<file path="src/rtl/config_pkg.sv">
// Shared types and constants for the configuration serializer.
package config_pkg;

    typedef enum logic [1:0] {
        IDLE,
        LOAD,
        SHIFT,
        SET
    } cfg_state_e;

    // FIFO entries are sized for the widest supported build; narrower builds leave the upper bits zero.
    localparam int unsigned MAX_WORD_W = 64;
    localparam int unsigned MAX_COL_W  = 8;

    localparam logic [15:0] CRC_POLY = 16'h1021;
    localparam logic [15:0] CRC_INIT = 16'hFFFF;

    typedef struct packed {
        logic [MAX_WORD_W-1:0] data;
        logic [MAX_COL_W-1:0]  col;
        logic                  last;
    } fifo_entry_t;

    function automatic logic [15:0] crc16_step(input logic [15:0] crc_in, input logic bit_in);
        logic fb;
        fb = crc_in[15] ^ bit_in;
        return {crc_in[14:0], 1'b0} ^ (fb ? CRC_POLY : 16'h0000);
    endfunction

endpackage

</file>
<file path="src/rtl/config_fifo.sv">
// Synchronous FIFO with full/empty flags; DEPTH must be a power of two (>= 2).
module config_fifo #(
    parameter int unsigned WIDTH = 8,
    parameter int unsigned DEPTH = 4
) (
    input  logic             clk,
    input  logic             rst,
    input  logic             push,
    input  logic [WIDTH-1:0] wdata,
    input  logic             pop,
    output logic [WIDTH-1:0] rdata,
    output logic             full,
    output logic             empty
);

    localparam int unsigned AW = (DEPTH > 1) ? $clog2(DEPTH) : 1;

    logic [WIDTH-1:0] mem_q [DEPTH];
    logic [AW:0]      wr_ptr_q, wr_ptr_d;
    logic [AW:0]      rd_ptr_q, rd_ptr_d;
    logic             do_push, do_pop;

    // Extra pointer MSB distinguishes full from empty when the indices match.
    assign empty   = (wr_ptr_q == rd_ptr_q);
    assign full    = (wr_ptr_q[AW] != rd_ptr_q[AW]) && (wr_ptr_q[AW-1:0] == rd_ptr_q[AW-1:0]);
    assign do_push = push && !full;
    assign do_pop  = pop && !empty;
    assign rdata   = mem_q[rd_ptr_q[AW-1:0]];

    always_comb begin
        wr_ptr_d = wr_ptr_q;
        rd_ptr_d = rd_ptr_q;
        if (do_push) wr_ptr_d = wr_ptr_q + 1'b1;
        if (do_pop)  rd_ptr_d = rd_ptr_q + 1'b1;
    end

    always_ff @(posedge clk or posedge rst) begin
        if (rst) begin
            wr_ptr_q <= '0;
            rd_ptr_q <= '0;
        end else begin
            wr_ptr_q <= wr_ptr_d;
            rd_ptr_q <= rd_ptr_d;
        end
    end

    always_ff @(posedge clk) begin
        if (do_push) mem_q[wr_ptr_q[AW-1:0]] <= wdata;
    end

endmodule

</file>
<file path="src/rtl/config_serializer.sv">
// Buffers configuration words and shifts them LSB-first into per-column fabric chains.
// Optional CRC-16-CCITT over shifted bits: define CONFIG_SERIALIZER_CRC_EN.
module config_serializer
    import config_pkg::*;
#(
    parameter int unsigned WORD_W     = 32,
    parameter int unsigned NUM_COLS   = 4,
    parameter int unsigned FIFO_DEPTH = 4,
    localparam int unsigned COL_W     = (NUM_COLS > 1) ? $clog2(NUM_COLS) : 1
) (
    input  logic                clk,
    input  logic                rst,
    input  logic                in_valid,
    output logic                in_ready,
    input  logic [WORD_W-1:0]   in_data,
    input  logic [COL_W-1:0]    in_col,
    input  logic                in_last,
    output logic [NUM_COLS-1:0] cen,
    output logic [NUM_COLS-1:0] shift_out,
    output logic [NUM_COLS-1:0] set_out,
    output logic                cfg_bit,
    output logic                busy,
    output logic                err
`ifdef CONFIG_SERIALIZER_CRC_EN
    ,
    output logic [15:0]         crc
`endif
);

    localparam int unsigned CNT_W = (WORD_W > 1) ? $clog2(WORD_W) : 1;

    fifo_entry_t         push_entry, pop_entry;
    logic                fifo_full, fifo_empty, push, pop, col_ok, handshake;
    logic                unused_pop_bits;

    cfg_state_e          state_q, state_d;
    logic [WORD_W-1:0]   sreg_q, sreg_d;
    logic [COL_W-1:0]    col_q, col_d;
    logic                last_q, last_d;
    logic [CNT_W-1:0]    cnt_q, cnt_d;
    logic [NUM_COLS-1:0] cen_q, cen_d;
    logic                err_q, err_d;
    logic [NUM_COLS-1:0] col_onehot;

    assign in_ready  = !fifo_full;
    assign handshake = in_valid && !fifo_full;
    assign col_ok    = 32'(in_col) < 32'(NUM_COLS);
    assign push      = handshake && col_ok;
    assign err_d     = err_q | (handshake && !col_ok);

    always_comb begin
        push_entry                   = '0;
        push_entry.data[WORD_W-1:0]  = in_data;
        push_entry.col[COL_W-1:0]    = in_col;
        push_entry.last              = in_last;
    end

    config_fifo #(
        .WIDTH ($bits(fifo_entry_t)),
        .DEPTH (FIFO_DEPTH)
    ) u_fifo (
        .clk   (clk),
        .rst   (rst),
        .push  (push),
        .wdata (push_entry),
        .pop   (pop),
        .rdata (pop_entry),
        .full  (fifo_full),
        .empty (fifo_empty)
    );

    assign unused_pop_bits = ^pop_entry;
    assign col_onehot      = NUM_COLS'(1) << col_q;

    always_comb begin
        state_d   = state_q;
        sreg_d    = sreg_q;
        col_d     = col_q;
        last_d    = last_q;
        cnt_d     = cnt_q;
        cen_d     = cen_q;
        pop       = 1'b0;
        shift_out = '0;
        set_out   = '0;
        cfg_bit   = 1'b0;
        case (state_q)
            IDLE: begin
                if (!fifo_empty) state_d = LOAD;
            end
            LOAD: begin
                pop     = 1'b1;
                sreg_d  = pop_entry.data[WORD_W-1:0];
                col_d   = pop_entry.col[COL_W-1:0];
                last_d  = pop_entry.last;
                cnt_d   = '0;
                // Switching columns drops the previous enable; same column keeps it high across LOAD.
                cen_d   = NUM_COLS'(1) << pop_entry.col[COL_W-1:0];
                state_d = SHIFT;
            end
            SHIFT: begin
                cfg_bit   = sreg_q[0];
                shift_out = col_onehot;
                sreg_d    = sreg_q >> 1;
                cnt_d     = cnt_q + 1'b1;
                if (cnt_q == CNT_W'(WORD_W - 1)) begin
                    if (last_q)           state_d = SET;
                    else if (!fifo_empty) state_d = LOAD;
                    else                  state_d = IDLE;
                end
            end
            SET: begin
                set_out = col_onehot;
                cen_d   = '0;
                state_d = fifo_empty ? IDLE : LOAD;
            end
            default: state_d = IDLE;
        endcase
    end

    always_ff @(posedge clk or posedge rst) begin
        if (rst) begin
            state_q <= IDLE;
            sreg_q  <= '0;
            col_q   <= '0;
            last_q  <= 1'b0;
            cnt_q   <= '0;
            cen_q   <= '0;
            err_q   <= 1'b0;
        end else begin
            state_q <= state_d;
            sreg_q  <= sreg_d;
            col_q   <= col_d;
            last_q  <= last_d;
            cnt_q   <= cnt_d;
            cen_q   <= cen_d;
            err_q   <= err_d;
        end
    end

    assign cen  = cen_q;
    assign err  = err_q;
    assign busy = !fifo_empty || (state_q != IDLE);

`ifdef CONFIG_SERIALIZER_CRC_EN
    logic [15:0] crc_q, crc_d;

    always_comb begin
        crc_d = crc_q;
        if (state_q == SHIFT)    crc_d = crc16_step(crc_q, sreg_q[0]);
        else if (state_q == SET) crc_d = CRC_INIT;
    end

    always_ff @(posedge clk or posedge rst) begin
        if (rst) crc_q <= CRC_INIT;
        else     crc_q <= crc_d;
    end

    assign crc = crc_q;
`endif

endmodule

</file>
<file path="config.mk">
export PLATFORM = sky130hd
export DESIGN_NAME = config_serializer
export DESIGN_NICKNAME = d
export VERILOG_FILES = /design/src/rtl/config_pkg.sv /design/src/rtl/config_fifo.sv /design/src/rtl/config_serializer.sv
export SDC_FILE = /design/constraint.sdc
export NUM_CORES = 1
export LEC_CHECK = 0
export CORE_ASPECT_RATIO = 0.7
export CORE_MARGIN = 2
export CORE_UTILIZATION = 53
export CTS_CLUSTER_DIAMETER = 50
export DETAILED_ROUTE_END_ITERATION = 16
export GPL_TIMING_DRIVEN = 1
export PLACE_DENSITY = 0.78
export SYNTH_ARGS = -nofsm -noshare
export SYNTH_HDL_FRONTEND = slang
export SYNTH_SLANG_ARGS = --single-unit
</file>
<file path="constraint.sdc">
create_clock -name clk -period 2.11 [get_ports clk]
set_clock_uncertainty 0.1 [all_clocks]
set_input_delay 0.3165 -clock clk [delete_from_list [all_inputs] [get_ports clk]]
set_output_delay 0.3165 -clock clk [all_outputs]
set_load 0.02 [all_outputs]
</file>
==> impl_metrics.tcl <==
# flow metrics
set metrics [dict create \
    gr-total-overflow 0 \
    start_kind "flip-flop" \
    whs_ns 0.0667 \
    timing.fmax_ghz 0.500 \
    dieArea_sq_um 15600 \
    worstMarginPinSlew_ns 0.567 \
    worst-path-stages 4 \
    layout.cells.non_filler 698 \
    met3_length_um 548 \
    drive_gt1_share_pct 20.1 \
    p_per_area_nw_per_um2 1540 \
    ff2ff_setup_slack_ns 0.23 \
    syn_to_final_growth_pct 18.7 \
    finalHoldViolations 0 \
    drv_slew 0 \
    dp_cells 665 \
    top_cell_area_share_pct 54.4 \
    lay_top_count "edfxtp_1" \
    endpoint_kind "output pin" \
    synth-seq-cells 192 \
    r2r_end "sreg_q[8]$_DFFE_PP0P_" \
    flop_area_sq_um 5510 \
    die_x_um 148 \
    slowest_delay_ns 0.46 \
    numCtsBuffers 17 \
    critPathKind "reg2out" \
    antenna_found_initial 0 \
    largest_reg_flops 140 \
    cts_buffer_depth 2 \
    synth_seq_share_pct 71.2 \
    synth.most_common_cell "edfxtp_1" \
    yosys_cells 435 \
    dp_hpwl_um 7730 \
    die_y_um 105 \
    syn_nets 484 \
    total_power_mw 14.1 \
    drc 0 \
    reg2reg_depth 4 \
    first_global_vias 4065 \
    async_flop_share_pct 27.1 \
    fp-utilization_pct 54.8 \
    warnings 32 \
    status "finished, final reports clean" \
    detail-route-antenna-nets 0 \
    num_io_pins 54 \
    fin_crit_ns 2.00 \
]
-- cells by family after synthesis --
family                     synth area share [%]
DFF                                        71.2
adders and majority gates                  1.78
muxes                                      15.1
buffers and inverters                      2.74
AOI/OAI and AO/OA                          3.66
other                                    0.0485
and+or+nand+nor                            4.31
xor gates and xnor gates                   1.10
-- repair_timing --
item,4_1_cts,5_1_grt
gates resized,25,8
buffers inserted,1,0
setup endpoints to repair,11,9
pin swaps,1,0
-- cell type report --
class,count,area share (%)
Clock buffer,18,4.68
Multi-Input combinational cell,207,22.4
Tap cell,190,2.59
Inverter,13,0.532
Clock inverter,14,2.24
Sequential cell,192,60.1
Timing Repair Buffer,64,7.45
-- power breakdown --
part / switching (mW) / internal [mW]
clock network: 1.39 / 2.01
registers: 0.505 / 5.27
logic: 2.69 / 2.27
total: 4.59 / 9.55
### Cells by drive strength

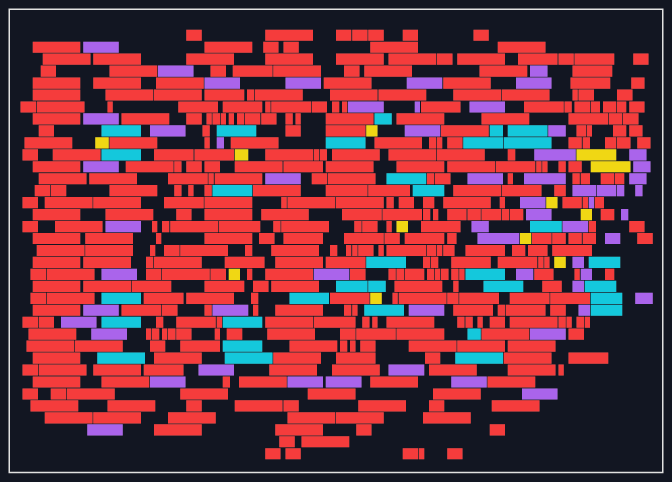
| size | color | cells | share |
|---|---|---|---|
| x1 and smaller | red | 406 | 80% |
| x2 | purple | 58 | 11% |
| x3 and x4 | yellow | 12 | 2.4% |
| x6 and larger | cyan | 32 | 6.3% |
Non-clk bufs: 64
Final Cell Area: 9170 sq um

### Register map, names as in the netlist

Bar = 50 um. Other sequential cells in the stronger gray, the rest of the logic in the fainter gray.
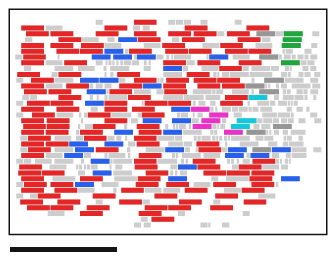
| name in the netlist | color | placed flops |
|---|---|---|
| cen | green | 4 |
| sreg_q | blue | 32 |
| u_fifo.rd_ptr_q | cyan | 3 |
| cnt_q | magenta | 5 |
| u_fifo.mem_q | red | 140 |
Power Sequential: 5.77 mW
final core utilization: 65.0%

### Track usage over the die

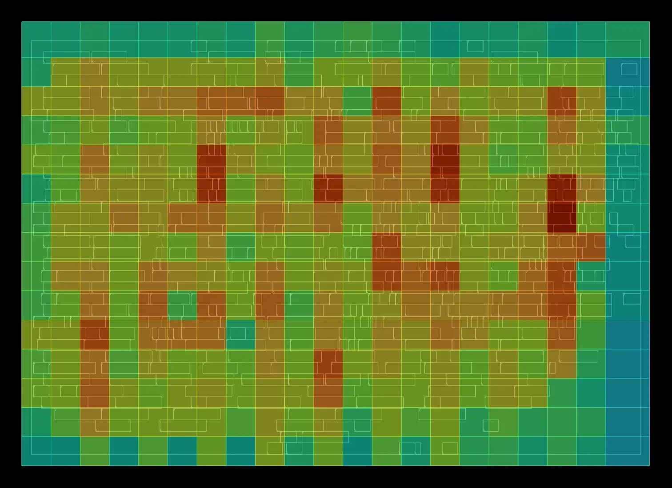
grt met3 use: 4.10%
met1 track demand over resource: 26.2%
Top Usage Layer GRT: met2
WL/cell: 19.0 um

### Gate-type map

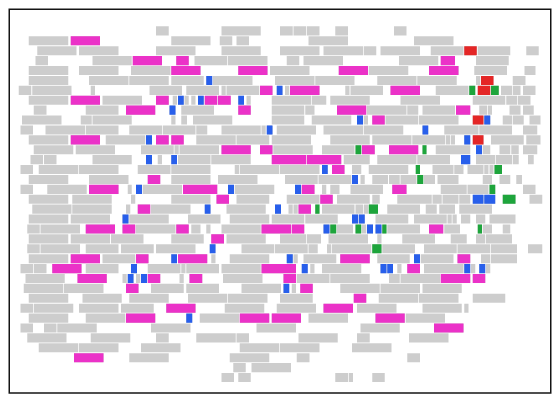
| family | color | cells |
|---|---|---|
| mux cells | magenta | 71 |
| aoi and oai cells | blue | 45 |
| nand cells | green | 16 |
| non-inverting ao/oa cells | red | 5 |

### Wiring by layer

Two of the layers only.
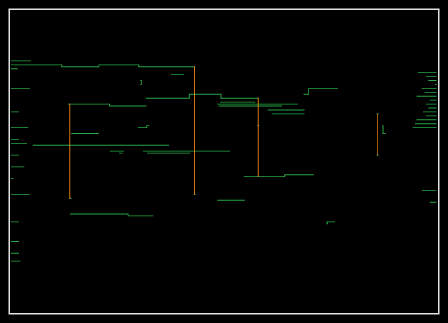
| layer | color | wire length |
|---|---|---|
| M4 | orange | 118 um |
| M3 | green | 548 um |
Routed WL: 13300 um
Tot GR Track Use: 18.4%
vias: 3909

Power and IR drop assume default switching activity.
